[src/rtl/fp_issue_sequencer.sv]
// fp_issue_sequencer
//   Sits between the ID/EX FP outputs and a multi-cycle FPU core. Each FP
//   instruction in EX becomes one fpu_start pulse. The pipeline is held with
//   stall_req while the FPU is busy. The result is captured into a register and
//   presented for exactly one cycle together with its destination register.
//   A flush (kill_e) of an in-flight op drains the FPU without a regfile write.
//
// Ports
//   clk, rst                 clock (rising edge), async active-low reset
//   fp_valid_e, fp_op_e      FP instruction present in EX and its FPU control
//   fp_rs1_e, fp_rs2_e       forwarded operands
//   fp_rd_e                  destination FP register
//   kill_e                   flush of the EX stage
//   fpu_busy, fpu_data       FPU stall flag and result
//   fpu_start                one-cycle start pulse to the FPU
//   fpu_op, fpu_rs1/2        latched op and operands to the FPU
//   stall_req                freeze F/D/E, bubble M
//   res_valid, res_data      one-cycle result strobe and captured result
//   res_rd                   destination register of the result
//   seq_busy                 sequencer not idle
//   fp_err                   sticky watchdog error
//
// Optional feature: define FP_TIMEOUT_EN to add a WAIT/DRAIN watchdog of
// TIMEOUT_CYC cycles. Without it the sequencer waits on the FPU indefinitely
// and fp_err is tied low.

module fp_issue_sequencer #(
    parameter int DATA_W      = 32,
    parameter int OP_W        = 5,
    parameter int TIMEOUT_CYC = 64
) (
    input  logic              clk,
    input  logic              rst,
    input  logic              fp_valid_e,
    input  logic [OP_W-1:0]   fp_op_e,
    input  logic [DATA_W-1:0] fp_rs1_e,
    input  logic [DATA_W-1:0] fp_rs2_e,
    input  logic [4:0]        fp_rd_e,
    input  logic              kill_e,
    input  logic              fpu_busy,
    input  logic [DATA_W-1:0] fpu_data,
    output logic              fpu_start,
    output logic [OP_W-1:0]   fpu_op,
    output logic [DATA_W-1:0] fpu_rs1,
    output logic [DATA_W-1:0] fpu_rs2,
    output logic              stall_req,
    output logic              res_valid,
    output logic [DATA_W-1:0] res_data,
    output logic [4:0]        res_rd,
    output logic              seq_busy,
    output logic              fp_err
);

    typedef enum logic [2:0] {S_IDLE, S_ISSUE, S_WAIT, S_DONE, S_DRAIN} state_t;

    state_t            state_q, state_d;
    logic [OP_W-1:0]   op_q, op_d;
    logic [DATA_W-1:0] rs1_q, rs1_d;
    logic [DATA_W-1:0] rs2_q, rs2_d;
    logic [4:0]        rd_q, rd_d;
    logic [DATA_W-1:0] res_data_q, res_data_d;

`ifdef FP_TIMEOUT_EN
    localparam int CNT_W = $clog2(TIMEOUT_CYC + 1);
    logic [CNT_W-1:0] cnt_q, cnt_d;
    logic             err_q, err_d;
    logic             timeout;

    // Counter holds the number of WAIT/DRAIN cycles already completed, so the
    // TIMEOUT_CYC-th cycle is the one where it reads TIMEOUT_CYC-1.
    assign timeout = (cnt_q >= CNT_W'(TIMEOUT_CYC - 1));

    always_comb begin
        cnt_d = '0;
        if (state_q == S_WAIT || state_q == S_DRAIN)
            cnt_d = (cnt_q == CNT_W'(TIMEOUT_CYC)) ? cnt_q : cnt_q + 1'b1;
    end
`endif

    always_comb begin
        state_d    = state_q;
        op_d       = op_q;
        rs1_d      = rs1_q;
        rs2_d      = rs2_q;
        rd_d       = rd_q;
        res_data_d = res_data_q;
        fpu_start  = 1'b0;
        stall_req  = 1'b0;
        res_valid  = 1'b0;
`ifdef FP_TIMEOUT_EN
        err_d      = err_q;
`endif
        case (state_q)
            S_IDLE: begin
                // Gate on rst so a held fp_valid_e cannot raise stall_req
                // while the block is in reset.
                if (rst && fp_valid_e && !kill_e) begin
                    op_d      = fp_op_e;
                    rs1_d     = fp_rs1_e;
                    rs2_d     = fp_rs2_e;
                    rd_d      = fp_rd_e;
                    stall_req = 1'b1;
                    state_d   = S_ISSUE;
                end
            end
            S_ISSUE: begin
                fpu_start = 1'b1;
                stall_req = 1'b1;
                state_d   = kill_e ? S_DRAIN : S_WAIT;
            end
            S_WAIT: begin
                stall_req = 1'b1;
                if (kill_e) begin
                    state_d = S_DRAIN;
                end else if (!fpu_busy) begin
                    res_data_d = fpu_data;
                    state_d    = S_DONE;
                end
`ifdef FP_TIMEOUT_EN
                else if (timeout) begin
                    res_data_d = DATA_W'(32'h7FC0_0000);
                    err_d      = 1'b1;
                    state_d    = S_DONE;
                end
`endif
            end
            S_DONE: begin
                res_valid = !kill_e;
                state_d   = S_IDLE;
            end
            S_DRAIN: begin
                // A new FP op arriving in EX must wait for the FPU to drain.
                stall_req = fp_valid_e;
                if (!fpu_busy) begin
                    state_d = S_IDLE;
                end
`ifdef FP_TIMEOUT_EN
                else if (timeout) begin
                    err_d   = 1'b1;
                    state_d = S_IDLE;
                end
`endif
            end
            default: state_d = S_IDLE;
        endcase
    end

    always_ff @(posedge clk or negedge rst) begin
        if (!rst) begin
            state_q    <= S_IDLE;
            op_q       <= '0;
            rs1_q      <= '0;
            rs2_q      <= '0;
            rd_q       <= '0;
            res_data_q <= '0;
`ifdef FP_TIMEOUT_EN
            cnt_q      <= '0;
            err_q      <= 1'b0;
`endif
        end else begin
            state_q    <= state_d;
            op_q       <= op_d;
            rs1_q      <= rs1_d;
            rs2_q      <= rs2_d;
            rd_q       <= rd_d;
            res_data_q <= res_data_d;
`ifdef FP_TIMEOUT_EN
            cnt_q      <= cnt_d;
            err_q      <= err_d;
`endif
        end
    end

    assign fpu_op   = op_q;
    assign fpu_rs1  = rs1_q;
    assign fpu_rs2  = rs2_q;
    assign res_data = res_data_q;
    assign res_rd   = rd_q;
    assign seq_busy = (state_q != S_IDLE);
`ifdef FP_TIMEOUT_EN
    assign fp_err   = err_q;
`else
    assign fp_err   = 1'b0;
`endif

endmodule
[config.mk]
export PLATFORM = sky130hd
export DESIGN_NAME = fp_issue_sequencer
export DESIGN_NICKNAME = d
export VERILOG_FILES = /design/src/rtl/fp_issue_sequencer.sv
export SDC_FILE = /design/constraint.sdc
export NUM_CORES = 1
export LEC_CHECK = 0
export CAP_MARGIN = 5
export CORE_ASPECT_RATIO = 0.8
export CORE_MARGIN = 10
export CORE_UTILIZATION = 40
export DETAILED_ROUTE_END_ITERATION = 10
export PLACE_DENSITY = 0.79
export SETUP_SLACK_MARGIN = 0.05
export SYNTH_ARGS = -nofsm -noshare
export SYNTH_HDL_FRONTEND = slang
export SYNTH_SLANG_ARGS = --single-unit
export TNS_END_PERCENT = 50
[constraint.sdc]
create_clock -name clk -period 2 [get_ports clk]
set_clock_uncertainty 0.15 [all_clocks]
set_input_delay 0.4 -clock clk [delete_from_list [all_inputs] [get_ports clk]]
set_output_delay 0.4 -clock clk [all_outputs]
set_load 0.01 [all_outputs]
Fig. 1: clock wiring as the flow saved it
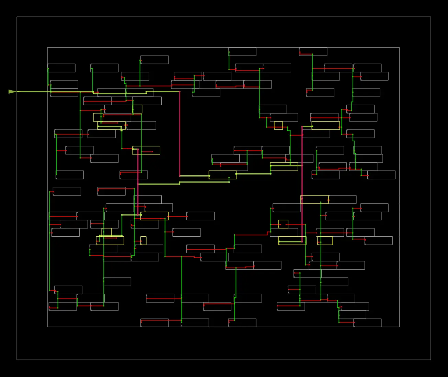
number of CTS-inserted buffers: 9
Insertion Delay late pin: 0.33 ns
flop count: 109

Fig. 2: M2 wires
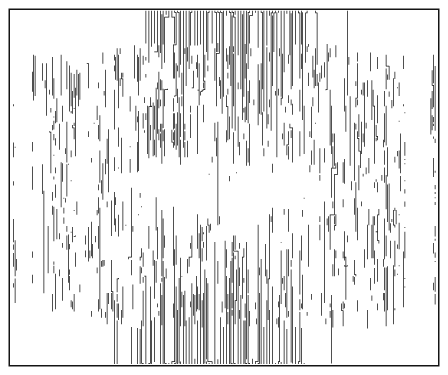
main direction	vertical
longest straight run	46.2 um
DRT Wirelength: 12470 um
DR vias: 2949
M2 GR Usage: 27.23%

Fig. 3: cells coloured by class
Scale bar: 50 um. Fill, decap, tap and diode cells in grey.
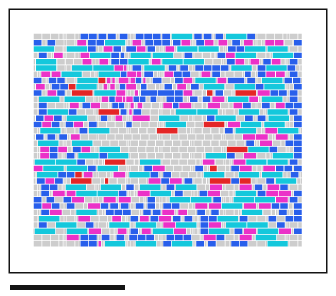
colour	class	cells	share of their area
cyan	registers	109	39%
red	clock drivers and dummy loads	16	4.1%
blue	remaining buffers and delay cells	236	34%
magenta	remaining logic cells	129	22%

Fig. 4: cell sizes after repair
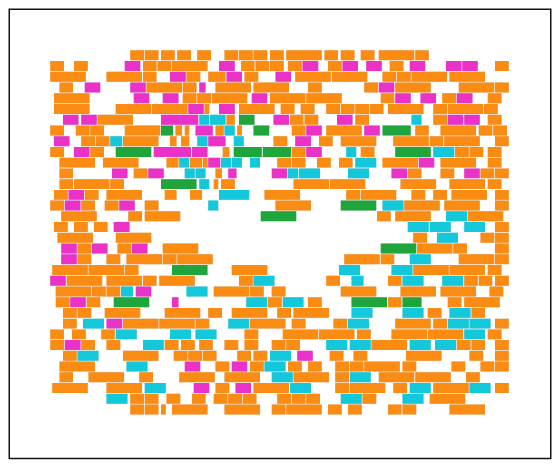
colour	size	cells	share	most used
magenta	x2	67	14%	mux2_2
cyan	x3 and x4	69	14%	mux2_4
green	x6 and larger	16	3.3%	clkbuf_16
orange	x1 and smaller	338	69%	clkdlybuf4s50_1
Design Area, Final: 0.007106 mm2
Non-clock buffers: 236

Fig. 5: gate-type map
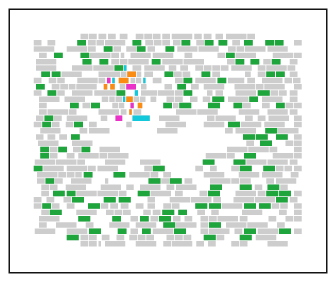
colour	family	cells
orange	nor cells	7
magenta	aoi and oai cells	4
cyan	nand cells	6
green	mux cells	107

==> flow_metrics.env <==
# flow metrics
export IMPL_hpwl_um=9610
export IMPL_cts_path_max_buffers=2
export IMPL_cp_start_kind="register"
export IMPL_grt_util_all_layers_pct=15.79
export IMPL_xor_share_pct=0.2004
export IMPL_critPathBufInv=2
export IMPL_swShare_pct=28.33
export IMPL_crit_fanout=7
export IMPL_path_depth=3
export IMPL_final_cell_mix="clkdlybuf4s50_1 (213), dfrtp_1 (107), mux2_2 (58)"
export IMPL_flop_cell="dfrtp_1"
export IMPL_cp_top_family="flip-flops"
export IMPL_p_comb_uw=3750
export IMPL_ys_cells=253
export IMPL_place_gp_congestion=0.7398
export IMPL_yosys_area_mm2=0.004370
export IMPL_buf_share_pct=33.17
export IMPL_simple_gate_share_pct=2.233
export IMPL_fmax_mhz=510.2
export IMPL_nFillCells=796
export IMPL_utilization_pct=66.02
export IMPL_grt_pass1_vias=3273
export IMPL_ff2ff_setup_slack_ns=0.15
export IMPL_crit_type="reg2out"
export IMPL_netlist_area_mm2=0.004370
export IMPL_setup_ws_ns=0.03994
export IMPL_end_kind="output pin"
export IMPL_seq_cell_power_uw=3520
export IMPL_syn_avg_cell_area_um2=17.27
export IMPL_wire_per_inst_um=19.64
export IMPL_max_cap_violations=0
export IMPL_wl_met1_um=4827
export IMPL_nClkBuffers=10
export IMPL_grt_start_max_net_pins=111
export IMPL_cts_sinks=109
export IMPL_die_h_um=113.5
export IMPL_mux_area_share_pct=31.78
export IMPL_critPathMaxStageDelay_ns=0.44
export IMPL_place_ws_ns=-0.3816
export IMPL_warning_count=31
export IMPL_comb_power_share_pct=41.8
export IMPL_route_met3_wl_um=1290
export IMPL_antenna_left=0
export IMPL_drt_iter0_markers=94
export IMPL_compound_area_share_pct=0.6012
export IMPL_logic_family="multiplexers"
export IMPL_critical_path_endpoint="seq_busy"
export IMPL_finalNonFillerCells=635
export IMPL_fin_tns_setup_ns=0
export IMPL_ys_sh_adder_pct=0
export IMPL_drc_errors=0
export IMPL_hold_slack_ns=0.01689
export IMPL_synth_top_cell_area_share_pct=62.41
export IMPL_synthCells=253
export IMPL_status="finished clean"
export IMPL_dieArea_mm2=0.01553
export IMPL_worst_pin_slew_ns=0.5919
export IMPL_grt_overflow_total=0
export IMPL_rsz0062_at_grt="yes"
export IMPL_clock_tree_area_fraction_pct=4.032
